run_1/placement_by_type.png
Scale bar: 10 um.
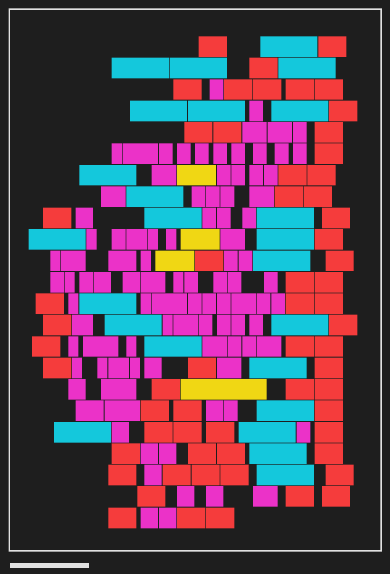
run_1/logic_types.png
Scale bar: 10 um.
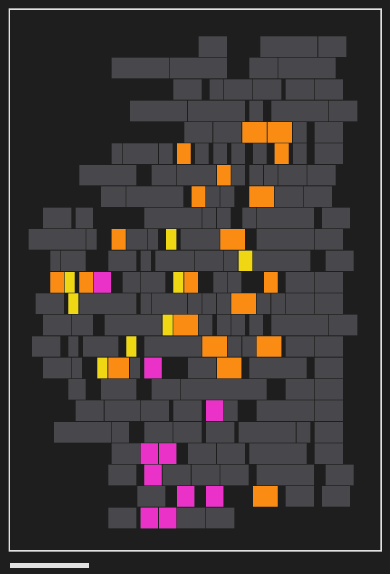
run_1/clocks.png
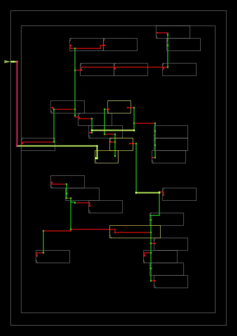
run_1/power_grid.png
Pins as bars on the die edge. Tap cells in gray.
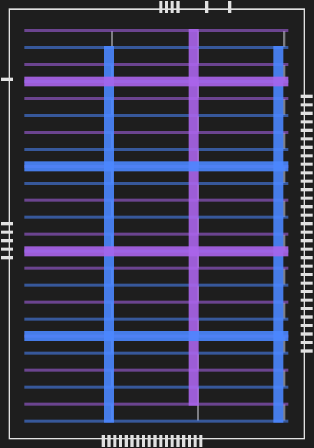
<file path="config.mk">
export PLATFORM = sky130hd
export DESIGN_NAME = jkff_bank_arbiter
export DESIGN_NICKNAME = d
export VERILOG_FILES = /design/src/rtl/jkff_bank_arbiter.sv
export SDC_FILE = /design/constraint.sdc
export NUM_CORES = 1
export LEC_CHECK = 0
export CAP_MARGIN = 20
export CORE_ASPECT_RATIO = 1.5
export CORE_MARGIN = 2
export CORE_UTILIZATION = 41
export DETAILED_ROUTE_END_ITERATION = 8
export GPL_ROUTABILITY_DRIVEN = 0
export PLACE_DENSITY = 0.88
export SLEW_MARGIN = 30
export SYNTH_ARGS = -nofsm -noshare
export SYNTH_HDL_FRONTEND = slang
export SYNTH_SLANG_ARGS = --single-unit
</file>
<file path="constraint.sdc">
create_clock -name clk -period 4 [get_ports clk]
set_input_delay 0.8 -clock clk [delete_from_list [all_inputs] [get_ports clk]]
set_output_delay 0.8 -clock clk [all_outputs]
set_load 0.02 [all_outputs]
</file>
<file path="src/rtl/jkff_bank_arbiter.sv">
// jkff_bank_arbiter
//   Round-robin arbiter that shares one external bank of WIDTH JK flops
//   between two requesters. A granted command drives the bank's j/k for
//   exactly one cycle, waits SETTLE cycles, then returns the bank state.
//
// Ports
//   clk, rst                 clock, synchronous active-high reset
//   req{0,1}_valid/ready     command handshake (ready combinational, IDLE only)
//   req{0,1}_op              00 hold, 01 set, 10 clear, 11 toggle
//   req{0,1}_mask            bits the op applies to
//   j, k                     bank J/K inputs (registered)
//   q                        bank Q outputs
//   rsp_valid/rsp_id/rsp_q   one-cycle response strobe, owner, sampled state
//   busy                     high whenever not IDLE
//   rsp_err                  (JKB_CHECK_EN only) bank result mismatched the op
//
// Optional feature macro: JKB_CHECK_EN
module jkff_bank_arbiter #(
    parameter int unsigned WIDTH  = 8,
    parameter int unsigned SETTLE = 1
) (
    input  logic             clk,
    input  logic             rst,
    input  logic             req0_valid,
    output logic             req0_ready,
    input  logic [1:0]       req0_op,
    input  logic [WIDTH-1:0] req0_mask,
    input  logic             req1_valid,
    output logic             req1_ready,
    input  logic [1:0]       req1_op,
    input  logic [WIDTH-1:0] req1_mask,
    output logic [WIDTH-1:0] j,
    output logic [WIDTH-1:0] k,
    input  logic [WIDTH-1:0] q,
    output logic             rsp_valid,
    output logic             rsp_id,
    output logic [WIDTH-1:0] rsp_q,
    output logic             busy
`ifdef JKB_CHECK_EN
    ,
    output logic             rsp_err
`endif
);

    typedef enum logic [1:0] {
        ST_IDLE,
        ST_DRIVE,
        ST_SETTLE,
        ST_RESP
    } state_t;

    state_t           state, state_nxt;
    logic             last_grant;
    logic             id_r;
    logic [3:0]       cnt;
    logic             grant0, grant1, accept, acc_id;
    logic [1:0]       acc_op;
    logic [WIDTH-1:0] acc_mask, j_nxt, k_nxt;

    always_comb begin
        // Tie goes to whoever did not win last; last_grant resets to 1 so req0 wins first.
        grant0     = req0_valid && (!req1_valid || last_grant);
        grant1     = req1_valid && (!req0_valid || !last_grant);
        req0_ready = (state == ST_IDLE) && grant0;
        req1_ready = (state == ST_IDLE) && grant1;
        accept     = req0_ready || req1_ready;
        acc_id     = req1_ready;
        acc_op     = req1_ready ? req1_op   : req0_op;
        acc_mask   = req1_ready ? req1_mask : req0_mask;

        j_nxt = '0;
        k_nxt = '0;
        case (acc_op)
            2'b01:   k_nxt = acc_mask;                        // set
            2'b10:   j_nxt = acc_mask;                        // clear
            2'b11:   begin j_nxt = acc_mask; k_nxt = acc_mask; end // toggle
            default: ;                                        // hold
        endcase

        state_nxt = state;
        case (state)
            ST_IDLE:   if (accept) state_nxt = ST_DRIVE;
            ST_DRIVE:  state_nxt = (SETTLE == 0) ? ST_RESP : ST_SETTLE;
            ST_SETTLE: if ({28'd0, cnt} + 32'd1 >= SETTLE) state_nxt = ST_RESP;
            ST_RESP:   state_nxt = ST_IDLE;
            default:   state_nxt = ST_IDLE;
        endcase
    end

    // The j/k registers double as the latched command: they are loaded from the
    // mapped op/mask on accept and cleared on every other edge, so they are
    // nonzero only during DRIVE.
    always_ff @(posedge clk) begin
        if (rst) begin
            state      <= ST_IDLE;
            last_grant <= 1'b1;
            id_r       <= 1'b0;
            cnt        <= '0;
            j          <= '0;
            k          <= '0;
        end else begin
            state <= state_nxt;
            if (accept) begin
                id_r       <= acc_id;
                last_grant <= acc_id;
                j          <= j_nxt;
                k          <= k_nxt;
            end else begin
                j <= '0;
                k <= '0;
            end
            if (state == ST_SETTLE)
                cnt <= cnt + 4'd1;
            else
                cnt <= '0;
        end
    end

    always_comb begin
        busy      = (state != ST_IDLE);
        rsp_valid = (state == ST_RESP);
        rsp_id    = (state == ST_RESP) && id_r;
        rsp_q     = (state == ST_RESP) ? q : '0;
    end

`ifdef JKB_CHECK_EN
    logic [1:0]       op_r;
    logic [WIDTH-1:0] mask_r, q_pre, q_exp;

    always_ff @(posedge clk) begin
        if (rst) begin
            op_r   <= '0;
            mask_r <= '0;
            q_pre  <= '0;
        end else begin
            if (accept) begin
                op_r   <= acc_op;
                mask_r <= acc_mask;
            end
            // q during DRIVE is the state before the bank applies j/k.
            if (state == ST_DRIVE)
                q_pre <= q;
        end
    end

    always_comb begin
        case (op_r)
            2'b01:   q_exp = q_pre | mask_r;
            2'b10:   q_exp = q_pre & ~mask_r;
            2'b11:   q_exp = q_pre ^ mask_r;
            default: q_exp = q_pre;
        endcase
        rsp_err = (state == ST_RESP) && (q != q_exp);
    end
`endif

endmodule

</file>
==> flow_metrics.py, run 1 <==
# Physical implementation metrics
metrics = {
    "synth": {
        "ys_sh_aoi_pct": 14.60,
        "synth.distinct_cells": 27,
        "yosys_warnings": 0,
        "fa_ha_area_share_pct": 5.488,
        "postSynthCellCount": 130,
    },
    "critical_path": {
        "critPathLaunch": "req0_valid",
        "reg2reg_from": "state[0]",
        "cpMaxStageDelayCell": "clkdlybuf4s50_1",
        "cp_max_fo": 18,
        "critPathMaxStageDelay_ns": 0.63,
        "r2r_slack_ns": 1.95,
    },
    "global_route": {
        "grt_pass1_vias": 1106,
        "busiest_layer": "met2",
    },
    "routing": {
        "wl_met1_um": 1129,
        "wl_met3_um": 246,
        "top_layer_used": "met4",
        "antenna_left": 0,
    },
    "worst_hold_path": {
        "holdPathStages": 2,
        "hold_path.startpoint": "id_r",
    },
    "finish": {
        "inv_count": 8,
        "final_nets": 223,
        "fillerInstances": 226,
        "drive_gt1_share_pct": 8.108,
        "comb.multi_input.count": 89,
        "area.combinational_um2": 559.3,
        "area_growth_pct": 56.97,
        "comb_share_pct": 31.26,
    },
    "placed_design": {
        "post-place-ws_ns": 0.4455,
    },
    "sta": {
        "max_slew_margin_pct": 51.35,
        "finalClockPeriodUsage_pct": 89.75,
        "slew_viol_final": 0,
    },
    "power": {
        "powerDensity_nw_per_um2": 498.7,
    },
    "run_status": {
        "status": "completed",
    },
}
## Picture notes: placement_by_type.png
flops: drawn in cyan, cells 24, share of their area 28%. clock drivers and dummy loads: drawn in yellow, cells 4, share of their area 4.1%. other buffers and delay cells: drawn in red, cells 60, share of their area 34%. combinational and other logic: drawn in magenta, cells 97, share of their area 34%.
cell area after layout: 1789 um2
final core occ: 67.58%
Cell Rows: 23
Core Area: 2648 um2
Seq area share: 26.85%

## Picture notes: logic_types.png
inverters: drawn in yellow, cells 8, most used inv_1. inverting AOI/OAI gates: drawn in orange, cells 20, most used a21oi_2. AND and OR gates: drawn in magenta, cells 10, most used and2_1, where bottom center.

## Picture notes: clocks.png
# clk buffers: 3
Final Skew: 0.004062 ns

## Picture notes: power_grid.png
VDD: drawn in purple. VSS: drawn in blue.
3 straps on met4. 37 tap cells. 61 signal pins sit on the boundary. 24 met1 rails follow the rows. 4 straps on met5.

## Run 2: what changed since run 1
Settings changed: MAX_ROUTING_LAYER set to met4.
run_2/power_grid.png
Pins as bars on the die edge. Tap cells in gray.
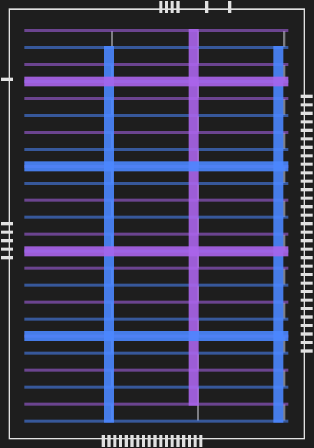
VSS: drawn in blue. VDD: drawn in purple.
37 tap cells. 61 signal pins sit on the boundary.

==> run 2 against run 1 <==
  * Largest power group unchanged
  * Synthesized cell count stayed put
  * Sequential power hardly changed
  * Sequential cell count stayed put
  * Global-route usage is 0.60 points higher
  * Highest routed layer unchanged
  * Via count is 0.86% lower
  * Hold slack hardly changed
  * Die area stayed put
  * Cell count stayed put
  * Utilization stayed put
  * Synthesized area stayed put
==> flow_metrics.py, run 2 <==
# Physical implementation metrics
metrics = {
    "finish": {
        "inv_count": 8,
        "final_core_util_pct": 67.58,
        "finalInstanceArea_um2": 1789,
        "final_cell_mix": "clkdlybuf4s50_1 (60), nand3_1 (33), dfxtp_1 (24), a21oi_2 (10), and2_1 (9)",
        "fillerInstances": 226,
        "comb_share_pct": 31.26,
        "drive_gt1_share_pct": 8.108,
        "area.combinational_um2": 559.3,
        "comb.multi_input.count": 89,
    },
    "synth": {
        "synth.distinct_cells": 27,
        "ys_sh_aoi_pct": 14.60,
        "fa_ha_area_share_pct": 5.488,
        "yosys_warnings": 0,
    },
    "routing": {
        "antenna_left": 0,
        "top_layer_used": "met4",
        "wl_met1_um": 1165,
    },
    "critical_path": {
        "r2r_slack_ns": 1.94,
        "cpMaxStageDelayCell": "clkdlybuf4s50_1",
        "cp_max_fo": 18,
        "critPathLaunch": "req1_valid",
        "critPathMaxStageDelay_ns": 0.63,
        "reg2reg_from": "state[0]",
    },
    "global_route": {
        "busiest_layer": "met2",
    },
    "worst_hold_path": {
        "holdPathStages": 2,
    },
    "run_status": {
        "status": "completed",
    },
    "power": {
        "powerDensity_nw_per_um2": 498.9,
    },
    "sta": {
        "finalClockPeriodUsage_pct": 89.99,
    },
    "floorplan": {
        "rows": 23,
    },
}
run_2/clocks.png
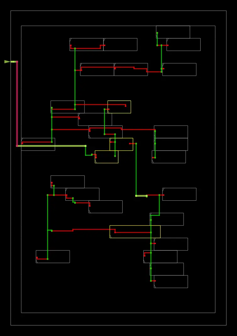
flop count: 24
insertion delay to the later sink of the worst-skew pair: 0.26 ns
total CTS buffers: 3

Power and IR drop assume default switching activity.
